### Wiring heat map

8 x 9 tiles, from dark blue (low) to red (high), scaled to the fullest tile. Values are wire area over tile area, all layers added.
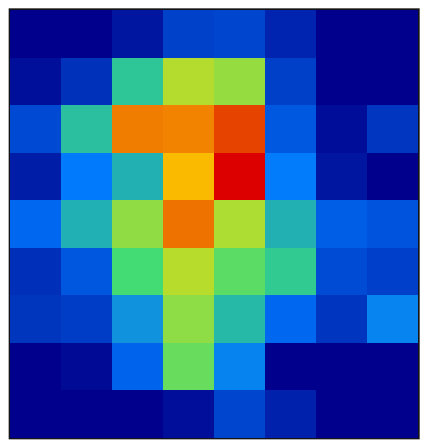
### Met3 routing

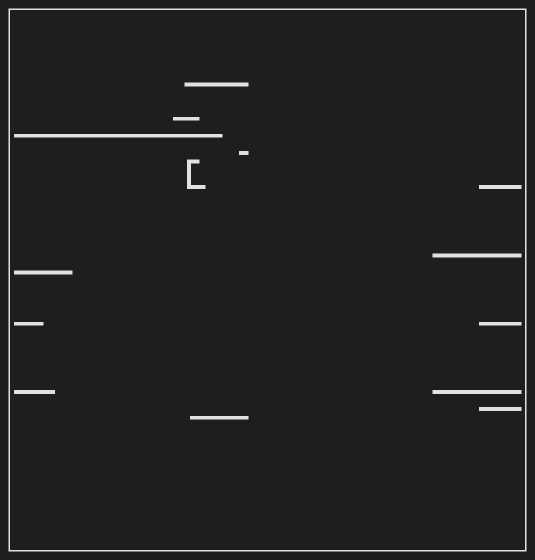
### Drive-strength map

The bar under the picture is 10 um long.
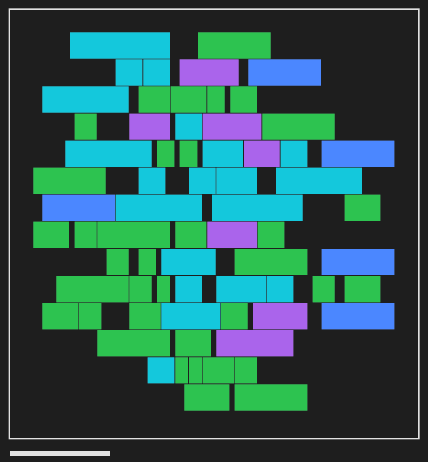
## config.mk

```make
export PLATFORM = sky130hd
export DESIGN_NAME = quad_step_decoder
export DESIGN_NICKNAME = d
export VERILOG_FILES = /design/src/rtl/qdec_pkg.sv /design/src/rtl/qdec_chan_filter.sv /design/src/rtl/quad_step_decoder.sv
export SDC_FILE = /design/constraint.sdc
export NUM_CORES = 1
export LEC_CHECK = 0
export CORE_AREA = 2 2 39 41
export CTS_CLUSTER_SIZE = 16
export DETAILED_ROUTE_END_ITERATION = 7
export DIE_AREA = 0 0 41 43
export PLACE_DENSITY = 0.72
export SETUP_SLACK_MARGIN = 0.15
export SLEW_MARGIN = 20
export SYNTH_ARGS = -nofsm -noshare
export SYNTH_HDL_FRONTEND = slang
export SYNTH_SLANG_ARGS = --single-unit
```

## constraint.sdc

```tcl
create_clock -name clk -period 1.42 [get_ports clk]
set_input_delay 0.142 -clock clk [delete_from_list [all_inputs] [get_ports clk]]
set_output_delay 0.142 -clock clk [all_outputs]
set_load 0.1 [all_outputs]
```

## src/rtl/qdec_pkg.sv

```systemverilog
// qdec_pkg: shared FSM states, Gray phase constants and the step-direction
// helper used by the quadrature decoder and its channel filters.
package qdec_pkg;

  typedef enum logic [1:0] {
    WARM  = 2'd0,
    ALIGN = 2'd1,
    TRACK = 2'd2
  } qdec_state_t;

  // Filtered phase values {A,B}; the up sequence is 00 -> 10 -> 11 -> 01 -> 00
  localparam logic [1:0] PH_00 = 2'b00;
  localparam logic [1:0] PH_10 = 2'b10;
  localparam logic [1:0] PH_11 = 2'b11;
  localparam logic [1:0] PH_01 = 2'b01;

  // Cycles spent in WARM while the two-flop synchronizers fill
  localparam int WARM_CYCLES = 2;

  // Next phase when the encoder turns one step in the up direction
  function automatic logic [1:0] qdec_next_up(input logic [1:0] ph);
    logic [1:0] nxt;
    case (ph)
      PH_00:   nxt = PH_10;
      PH_10:   nxt = PH_11;
      PH_11:   nxt = PH_01;
      default: nxt = PH_00;
    endcase
    return nxt;
  endfunction

  // Returns {legal, up}: legal when exactly one channel changed, up when the
  // change follows the up sequence. up is forced low for illegal changes.
  function automatic logic [1:0] qdec_dir(input logic [1:0] old_ph,
                                          input logic [1:0] new_ph);
    logic legal;
    logic up;
    legal = ^(old_ph ^ new_ph);
    up    = legal && (new_ph == qdec_next_up(old_ph));
    return {legal, up};
  endfunction

endpackage

```

## src/rtl/qdec_chan_filter.sv

```systemverilog
// qdec_chan_filter: per-channel two-flop synchronizer plus optional glitch
// filter, enabled by defining QDEC_FILTER_EN. With the filter, dout only
// follows the synchronized value after it has differed for FILT_LEN cycles.
module qdec_chan_filter
  import qdec_pkg::*;
#(
  parameter int FILT_LEN = 4
) (
  input  logic clk,
  input  logic clr,
  input  logic din,
  output logic dout
);

  logic sync1;
  logic sync2;

  // Out-of-range FILT_LEN values (legal range 1..15) leave this marker
  // block elaborated so they are easy to spot in a hierarchy dump.
  if (FILT_LEN < 1 || FILT_LEN > 15) begin : g_filt_len_out_of_range
  end

  // Two-flop synchronizer for the asynchronous encoder pin
  always_ff @(posedge clk) begin
    if (!clr) begin
      sync1 <= 1'b0;
      sync2 <= 1'b0;
    end else begin
      sync1 <= din;
      sync2 <= sync1;
    end
  end

`ifdef QDEC_FILTER_EN
  localparam logic [3:0] FILT_MAX   = 4'(FILT_LEN);
  localparam logic [1:0] BOOT_EDGES = 2'(WARM_CYCLES + 1);

  logic [1:0] boot_cnt;
  logic       booting;
  logic [3:0] cnt;
  logic       filt;

  // The top loads its phase during ALIGN, so until the ALIGN edge the
  // synchronized value is passed straight through and then seeds the filter.
  assign booting = (boot_cnt != BOOT_EDGES);
  assign dout    = booting ? sync2 : filt;

  // Startup edge counter that tracks the top's WARM/ALIGN window
  always_ff @(posedge clk) begin
    if (!clr) begin
      boot_cnt <= 2'd0;
    end else if (booting) begin
      boot_cnt <= boot_cnt + 2'd1;
    end
  end

  // Glitch filter: flip only once the input has differed FILT_LEN cycles
  always_ff @(posedge clk) begin
    if (!clr) begin
      cnt  <= 4'd0;
      filt <= 1'b0;
    end else if (booting) begin
      cnt  <= 4'd0;
      filt <= sync2;
    end else if (sync2 == filt) begin
      cnt  <= 4'd0;
    end else if (cnt == FILT_MAX - 4'd1) begin
      cnt  <= FILT_MAX;
      filt <= sync2;
    end else begin
      cnt  <= cnt + 4'd1;
    end
  end
`else
  assign dout = sync2;
`endif

endmodule

```

## src/rtl/quad_step_decoder.sv

```systemverilog
// quad_step_decoder: turns quadrature pins a/b into a direction level u and a
// one-cycle enable strobe, flagging illegal double transitions on err.
// Build option: define QDEC_FILTER_EN to add the FILT_LEN glitch filter.
module quad_step_decoder
  import qdec_pkg::*;
#(
  parameter int FILT_LEN = 4
) (
  input  logic       clk,
  input  logic       clr,
  input  logic       a,
  input  logic       b,
  input  logic       err_clr,
  output logic       u,
  output logic       enable,
  output logic       err,
  output logic [1:0] phase
);

  localparam logic [1:0] WARM_LAST = 2'(WARM_CYCLES - 1);

  logic        a_f;
  logic        b_f;
  logic [1:0]  ab;
  logic [1:0]  dir;

  qdec_state_t state;
  qdec_state_t state_next;
  logic [1:0]  warm_cnt;
  logic [1:0]  warm_cnt_next;
  logic        u_next;
  logic        enable_next;
  logic        err_next;
  logic [1:0]  phase_next;

  qdec_chan_filter #(.FILT_LEN(FILT_LEN)) u_filt_a (
    .clk  (clk),
    .clr  (clr),
    .din  (a),
    .dout (a_f)
  );

  qdec_chan_filter #(.FILT_LEN(FILT_LEN)) u_filt_b (
    .clk  (clk),
    .clr  (clr),
    .din  (b),
    .dout (b_f)
  );

  assign ab = {a_f, b_f};

  // State, phase and output registers; clr aborts any pending step
  always_ff @(posedge clk) begin
    if (!clr) begin
      state    <= WARM;
      warm_cnt <= 2'd0;
      u        <= 1'b0;
      enable   <= 1'b0;
      err      <= 1'b0;
      phase    <= PH_00;
    end else begin
      state    <= state_next;
      warm_cnt <= warm_cnt_next;
      u        <= u_next;
      enable   <= enable_next;
      err      <= err_next;
      phase    <= phase_next;
    end
  end

  // Next-state and output decode: warm up, align to the pins, then track steps
  always_comb begin
    state_next    = state;
    warm_cnt_next = warm_cnt;
    u_next        = u;
    enable_next   = 1'b0;
    err_next      = err & ~err_clr;
    phase_next    = phase;
    dir           = qdec_dir(phase, ab);

    case (state)
      WARM: begin
        if (warm_cnt == WARM_LAST) begin
          state_next = ALIGN;
        end else begin
          warm_cnt_next = warm_cnt + 2'd1;
        end
      end
      ALIGN: begin
        phase_next = ab;
        state_next = TRACK;
      end
      TRACK: begin
        if (ab != phase) begin
          phase_next = ab;
          if (dir[1]) begin
            enable_next = 1'b1;
            u_next      = dir[0];
          end else begin
            err_next = 1'b1;
          end
        end
      end
      default: begin
        state_next = WARM;
      end
    endcase
  end

endmodule

```

==> run summary <==
Non-Filler Instances -> 84
total setup buffers inserted after CTS -> 3
pin count of the biggest net entering global routing -> 12
Placed Cells -> 77
Die W -> 41 um
Pins Over Slew Limit -> 0
CP startpoint kind -> register
Top delay family on crit path -> flip-flops
Mapped Cells -> 52
Hold Path Class -> primary input to register
largest power group -> combinational logic
register share after synthesis -> 43.79%
critical path peak fanout -> 3
Buf/Inv on CP -> 0
Post-synth ARST share -> 0%
area fraction in compound gates -> 10.32%
top cells by count, synth -> dfxtp_1, and2_1, xnor2_1, xor2_1
first-pass GRT wire length -> 1.794 mm
initial antenna violation count -> 0
hold_ws -> 0.4264 ns
CTS Hold Buffers Added -> 0
fmax -> 778.5 MHz
GRT met1 Usage -> 19.80%
Switching Share -> 38.73%
RSZ-0062 raised after global routing -> true
combinational share of power -> 47.6%
port bufs -> 9
Largest stage delay, worst path -> 0.37 ns
worst path required time -> 1.59 ns
PostCTS Resize Cnt -> 8
status -> finished clean
CTS tree -> yes
layout cells sized above 1 -> 47.06%
Reg clk slew, reported paths -> 0.08 ns
grt ovf -> 0
count leader, synth -> dfxtp_1
mux share -> 7.789%
H-tree levels -> 1
area grow syn2layout -> 46.74%
IO Count -> 10
Primary FF master, synth -> dfxtp_1
clock skew -> 0.001312 ns
Internal -> 0.8901 mW
TNS Setup -> 0 ns
smallest setup slack after layout -> 0.1355 ns
Fillers -> 108
dpl hpwl -> 682.8 um
Back to the opening pictures, 'Wiring heat map':
The mean over all tiles is 0.098. The fullest tile reaches 0.38. 22% of the tiles are nearly empty. The densest ninth of the die: centre.
final WL: 1.068 mm
wire per inst: 12.71 um
Global Route Usage Sum: 15.59%
Vias: 421

Back to the opening pictures, 'Met3 routing':
The wires run mostly horizontal. The layer holds 6.0% of the routed length. The longest straight run is 16.3 um. The layer carries 63.8 um of wire. 12 nets have wire on it.

Back to the opening pictures, 'Drive-strength map':
x3 and x4: marked cyan, cells 20, share 29%, most used buf_4. x6 and larger: marked blue, cells 5, share 7.4%, most used buf_12. x1 and smaller: marked green, cells 36, share 53%, most used dfxtp_1. x2: marked purple, cells 7, share 10%.

kinds of logic (layout without fill, tap and decap cells):
family                     after synthesis  after routing
AOI/OAI and AO/OA                        8              8
xor gates and xnor gates                 6              6
adders and majority gates                2              2
buffers and inverters                    4             20
DFF                                     13             13
muxes                                    4              4
and+or+nand+nor                         15             15
cell usage in the layout (no fill, tap or decap), types with 2 or more instances in the layout:
cell             synthesis  final
dfxtp_1                 13      8
and2_1                   6      6
buf_4                    0      6
buf_12                   0      5
clkdlybuf4s50_1          0      4
dfxtp_4                  0      4
xor2_1                   3      3
clkbuf_4                 0      3
a21oi_1                  2      2
worst paths after layout:
path	startpoint	endpoint	slack (ns)	cells after the start
max	u_filt_b.dout	u	0.14	5
min reg2reg	u_filt_a.sync1	u_filt_a.dout	0.44	1
min	a	u_filt_a.sync1	0.43	2
max reg2reg	u_filt_b.dout	u	0.14	5
sequential cells by signal, summed over array words and instances (netlist names):
register        cells
u                   1
warm_cnt            2
u_filt_b.sync1      1
phase               2
u_filt_b.dout       1
state               2
err                 1
u_filt_a.dout       1
u_filt_a.sync1      1
enable              1
stage by stage:
| step | cell area (um2) | power (mW) | util, % |
|---|---|---|---|
| detailed placement | 773.2 | 1.108 | 55.88 |
| floorplan | 616.8 | 0.9694 | - |
| finish | 872.1 | 1.453 | 63.02 |
| CTS | 862.1 | 1.416 | 62.30 |
| global placement | 773.2 | 1.095 | 55.88 |
| global route | 872.1 | 1.528 | 63.02 |
final cells by class:
type / count / share of cell area (%)
multi-input cells: 35 / 41.32
flip-flops and latches: 13 / 31.71
repair buffers: 15 / 21.23
clock buffers: 4 / 3.013
well taps: 16 / 2.296
inverters: 1 / 0.4304
layer usage:
metal	wire length (um)	share of wire, %
met5	0	0
met3	63	5.9
met4	26	2.4
met2	504	47
met1	473	44
Power figures rest on the tool's default switching activity, not on a simulated workload.
